**src/rtl/residue_pkg.sv**
```systemverilog
// Shared types and elaboration helpers for the mod-(2^M-1) residue stream engine.
// The optional RESIDUE_CHECK_EN build adds an expected-residue compare in the top.
package residue_pkg;

    typedef enum logic [1:0] {
        IDLE  = 2'd0,
        ACCUM = 2'd1,
        DONE  = 2'd2
    } state_t;

    // Legal when the chunk splits into whole M-bit digits and there is at least one chunk.
    function automatic bit params_ok(input int unsigned m, input int unsigned chunk_w,
                                     input int unsigned n_chunks);
        return (m >= 2) && (n_chunks >= 1) && (chunk_w >= m) && ((chunk_w % m) == 0);
    endfunction

    function automatic int unsigned mod_of(input int unsigned m);
        return (32'd1 << m) - 32'd1;
    endfunction

    function automatic int unsigned n_digits(input int unsigned w, input int unsigned m);
        return (w + m - 1) / m;
    endfunction

    // Wide enough for the plain digit sum and every end-around fold step after it.
    function automatic int unsigned fold_sum_w(input int unsigned w, input int unsigned m);
        return m + $clog2(n_digits(w, m)) + 1;
    endfunction

endpackage

```
**src/rtl/residue_fold.sv**
```systemverilog
// Combinational W-bit to M-bit mod-(2^M-1) reduction: digit sum with end-around carry,
// all-ones mapped to zero.
module residue_fold
    import residue_pkg::*;
#(
    parameter int unsigned W = 9,
    parameter int unsigned M = 3
) (
    input  logic [W-1:0] x,
    output logic [M-1:0] res_c
);

    localparam int unsigned ND  = n_digits(W, M);
    localparam int unsigned PW  = ND * M;
    localparam int unsigned SW  = fold_sum_w(W, M);
    localparam int unsigned MOD = mod_of(M);

    logic [PW-1:0] x_pad;
    logic [SW-1:0] sum;

    assign x_pad = PW'(x);

    // Each fold keeps the value congruent mod 2^M-1; SW passes always reach a fixed point.
    always_comb begin
        sum = '0;
        for (int i = 0; i < ND; i++) begin
            sum = sum + SW'(x_pad[i*M +: M]);
        end
        for (int k = 0; k < SW; k++) begin
            sum = SW'(sum[M-1:0]) + (sum >> M);
        end
        res_c = (sum[M-1:0] == M'(MOD)) ? '0 : sum[M-1:0];
    end

endmodule

```
**src/rtl/residue_stream_mod.sv**
```systemverilog
// Streaming mod-(2^M-1) residue engine: N_CHUNKS beats in, one held result out.
// Define RESIDUE_CHECK_EN to add Exp_in and the registered Mismatch flag.
module residue_stream_mod
    import residue_pkg::*;
#(
    parameter int unsigned M        = 3,
    parameter int unsigned CHUNK_W  = 6,
    parameter int unsigned N_CHUNKS = 8
) (
    input  logic               Clock,
    input  logic               Reset,
    input  logic               Start,
    input  logic [CHUNK_W-1:0] D_in,
    input  logic               D_valid,
    output logic               D_ready,
    output logic [M-1:0]       Res_out,
    output logic               Res_valid,
    input  logic               Res_ack,
    output logic               Busy
`ifdef RESIDUE_CHECK_EN
    ,
    input  logic [M-1:0]       Exp_in,
    output logic               Mismatch
`endif
);

    localparam int unsigned CW = $clog2(N_CHUNKS + 1);
    localparam int unsigned FW = CHUNK_W + M;

    if (!params_ok(M, CHUNK_W, N_CHUNKS)) begin : g_param_err
        $error("residue_stream_mod: illegal parameters M=%0d CHUNK_W=%0d N_CHUNKS=%0d",
               M, CHUNK_W, N_CHUNKS);
    end

    state_t        state;
    logic [M-1:0]  acc;
    logic [CW-1:0] cnt;
    logic [M-1:0]  fold_res_c;
    logic          beat_c;
    logic          last_c;

    // acc sits above the chunk; 2^CHUNK_W == 1 mod 2^M-1, so this is acc + chunk.
    residue_fold #(
        .W (FW),
        .M (M)
    ) u_fold (
        .x     ({acc, D_in}),
        .res_c (fold_res_c)
    );

    assign beat_c = D_valid && D_ready;
    assign last_c = (cnt == CW'(N_CHUNKS - 1));

    // D_ready and Busy are registered decodes of the next state.
    always_ff @(posedge Clock or posedge Reset) begin
        if (Reset) begin
            state     <= IDLE;
            acc       <= '0;
            cnt       <= '0;
            Res_out   <= '0;
            Res_valid <= 1'b0;
            D_ready   <= 1'b0;
            Busy      <= 1'b0;
`ifdef RESIDUE_CHECK_EN
            Mismatch  <= 1'b0;
`endif
        end else begin
            case (state)
                IDLE: begin
                    if (Start) begin
                        state   <= ACCUM;
                        acc     <= '0;
                        cnt     <= '0;
                        D_ready <= 1'b1;
                        Busy    <= 1'b1;
                    end
                end
                ACCUM: begin
                    if (beat_c) begin
                        if (last_c) begin
                            state     <= DONE;
                            Res_out   <= fold_res_c;
                            Res_valid <= 1'b1;
                            D_ready   <= 1'b0;
`ifdef RESIDUE_CHECK_EN
                            Mismatch  <= (fold_res_c != Exp_in);
`endif
                        end else begin
                            acc <= fold_res_c;
                            cnt <= cnt + CW'(1);
                        end
                    end
                end
                DONE: begin
                    if (Res_ack) begin
                        Res_valid <= 1'b0;
`ifdef RESIDUE_CHECK_EN
                        Mismatch  <= 1'b0;
`endif
                        if (Start) begin
                            state   <= ACCUM;
                            acc     <= '0;
                            cnt     <= '0;
                            D_ready <= 1'b1;
                        end else begin
                            state   <= IDLE;
                            D_ready <= 1'b0;
                            Busy    <= 1'b0;
                        end
                    end
                end
                default: begin
                    state     <= IDLE;
                    Res_valid <= 1'b0;
                    D_ready   <= 1'b0;
                    Busy      <= 1'b0;
                end
            endcase
        end
    end

endmodule
```
**config.mk**
```make
export PLATFORM = sky130hd
export DESIGN_NAME = residue_stream_mod
export DESIGN_NICKNAME = d
export VERILOG_FILES = /design/src/rtl/residue_pkg.sv /design/src/rtl/residue_fold.sv /design/src/rtl/residue_stream_mod.sv
export SDC_FILE = /design/constraint.sdc
export NUM_CORES = 1
export LEC_CHECK = 0
export ABC_AREA = 1
export CORE_MARGIN = 3
export CORE_UTILIZATION = 25
export CTS_CLUSTER_SIZE = 25
export DETAILED_ROUTE_END_ITERATION = 8
export MAX_ROUTING_LAYER = met4
export PLACE_DENSITY_LB_ADDON = 0.05
export SETUP_SLACK_MARGIN = 0.1
export SKIP_LAST_GASP = 1
export SLEW_MARGIN = 20
export SYNTH_ARGS = -nofsm -noshare
export SYNTH_HDL_FRONTEND = slang
export SYNTH_SLANG_ARGS = --single-unit
```
**constraint.sdc**
```tcl
create_clock -name Clock -period 5.6 [get_ports Clock]
set_input_delay 1.12 -clock Clock [delete_from_list [all_inputs] [get_ports Clock]]
set_output_delay 1.12 -clock Clock [all_outputs]
set_load 0.05 [all_outputs]
```
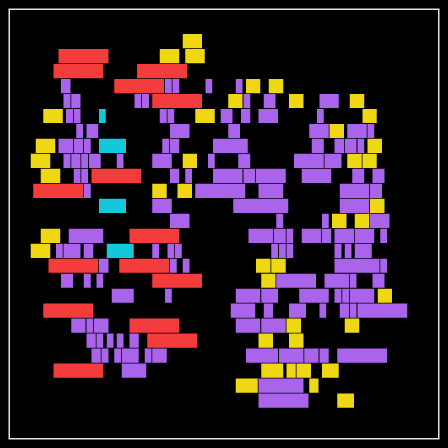
placement_by_type.png
| color | class | cells | share of their area |
|---|---|---|---|
| cyan | clock drivers and dummy loads | 4 | 2.4% |
| yellow | other buffers and delay cells | 41 | 18% |
| purple | combinational and other logic | 141 | 59% |
| red | flops | 15 | 20% |

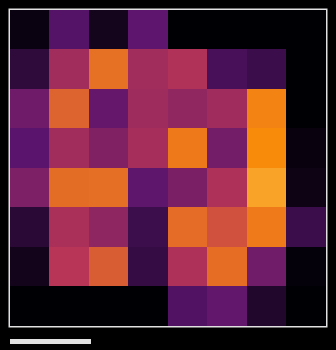
cell_density.png
Scale bar: 20 µm. The die is cut into 8 by 8 equal tiles; black is low, pale yellow is high, 0 to 100% covered.
nearly empty tiles: 19%
tiles over 75% full: 1.6%
fullest tile: 80%

==> run summary <==
Flow results.

- The flow ran to the end, and the final reports show no timing, DRC or antenna violations.
- Of the total power, registers draw 17.6%.
- Per the post-place timing report, worst setup slack is -0.621 ns.
- The flip-flop count of the largest register after layout is 4.
- In this run the tool buffered the top-level ports with 16 buffer cells.
- The clock-pin transition on the worst setup and hold timing paths is 0.06 ns.
- The flow reports power dissipated in sequential cells as 0.184 mW.
- The last element of the critical path is acc[2].
- The type recorded for the worst min-delay path is flip-flop to flip-flop.
- The synthesized design spends more area on one cell type than any other, namely sky130_fd_sc_hd__dfrtp_1.
- The compound-gate portion of the synthesized area is 10.9%.
- The post-DP HPWL is 2.34 mm.
- The kind of end point of the critical path is a flip-flop.
- The number of synthesized flops with an enable pin is 0.
- Per the GRT congestion report, total overflow comes to 0.
- The switching fraction of total power is 47.3%.
- The flow measured a signed area growth from synthesis to layout of 50.1%.
- The number of slew-limit violations in the final report is 0.
- The CTS log lists the clock sinks for this run as 15.
- Dividing the final minimum period by the clock period gives 96.8%.
- The clock reaches the later pin of the worst-skew pair after 0.24 ns.
- For this design the ratio of total power to cell area is 540 nW/µm².
- The final report lists a non-filler cell total of 268.
- Per the layout report, the design carries 509 filler cells.
- The maximum number of pins on one net before global-route repair is 16.
- The fmax is 184 MHz.
- Once placement finished, the instance area stood at 1750 µm².
- Buffers outside the clock tree occupy 17.5% of the routed design's cell area.
- In this run the most used layer during global routing was met2.
- The group that draws the most power in this run is combinational cells.
- Non-clock inverters in the final layout number 19.
- The count of cells along the worst hold path is 2.
- The final routed wire length divided by cell count is 10.2 µm.
- The chip occupies 6040 µm².
- The launch point of the worst min-delay path is recorded as Res_out[1].
- The final layout report lists a non-clock buffer count of 41.
- The length of routed met2 wiring is 1.45 mm.
- Post-synthesis, Yosys gives the total cell area as 1290 µm².
- The I/O pin count is 17.
- Per the detail_route report, the via count comes to 1161.
- After the last flow step, the layout net total stands at 236.
- According to the timing report, the critical path is launched from D_in[3].
- The mux share of post-synthesis cell area is 0%.
- Per the post-synthesis stats, the area per cell is 8.25 µm².
- The capture point of the worst register-to-register path is recorded as acc[2].
- Setup total negative slack on the finished layout was measured at 0 ns.
- The power report lists cell-internal power as 0.549 mW.
- The fraction of cell area in sequential cells is reported as 19.4%.
- The design has 15 sequential cells.
- The startpoint of the worst register-to-register path is acc[2].
- The logic gate share of total power is 74.3%.
- In this run, the synthesized area fraction spent on xor and xnor cells is recorded as 2.04%.
- According to the floorplan log, the row count is 25.
- The number of instances in the placed design is 259.
- The overall power consumption is 1.04 mW.
- The critical path's most frequent cell is sky130_fd_sc_hd__ha_2.
- The total CTS buffers is 3.
- Combinational cells consume a total of 0.775 mW.
- The final-layout clock buffer total is 4.
- The critical path class is input port to flip-flop.
- In the final layout, the registers with the most flip-flops are cnt x4, Res_out x3, acc x3.
- Across the routed clock network, the largest skew measured is 0.000387 ns.
- Per the gpl log, the routability congestion estimate is 0.732.
- The number of levels the H-tree was split into is 1.
- The transition time recorded at the tightest slew-check pin is 0.595 ns.
- Sequential cells were found to cover 29.2% of the synthesized design area.
- Counting along the longest clock path gives a buffer depth of 2.
- Setup slack closes at 0.179 ns.
- The cell leakage power is 0.907 nW.
- The routed design has 2.72 mm of wire.
- The core outline area is 4850 µm².
- Post-CTS repair changed the size of 30 cells.
- The number of global-route vias before repair is 1248.
- The switching power summed over all nets is 0.494 mW.
- Hold is met by 0.481 ns.
- The TritonCTS clock tree is done.
- Per the cell usage report, the commonest logic cells after layout are 33 x sky130_fd_sc_hd__nand2_1, 25 x sky130_fd_sc_hd__buf_4, 15 x sky130_fd_sc_hd__dfrtp_1.
- The path depth of the worst reg2reg path is 24.
- In this run, the number of DRC markers left after iteration 0 of detailed routing was 19.
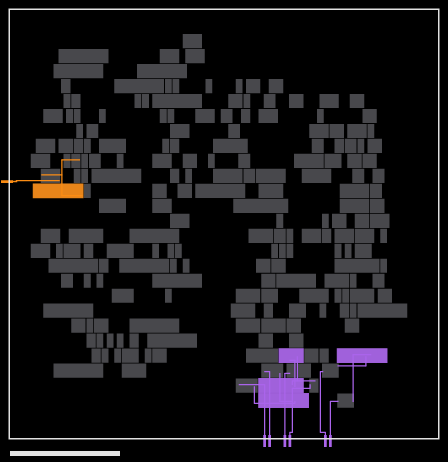
io_fan.png
Scale bar: 20 µm.
| color | port | direction | end cells | buffers | wire |
|---|---|---|---|---|---|
| orange | `Res_valid` | output | 1 | 1 | 25.7 µm |
| purple | `D_in` | input | 4 | 6 | 124 µm |

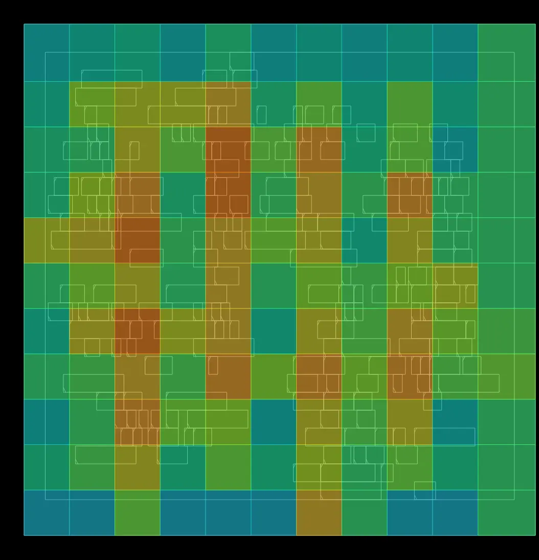
congestion.png
M1 GR Usage: 11.6%
all-layer global routing usage: 10.3%
Final Util: 39.8%

No activity file was given, so power comes from the tool's default toggle rates.
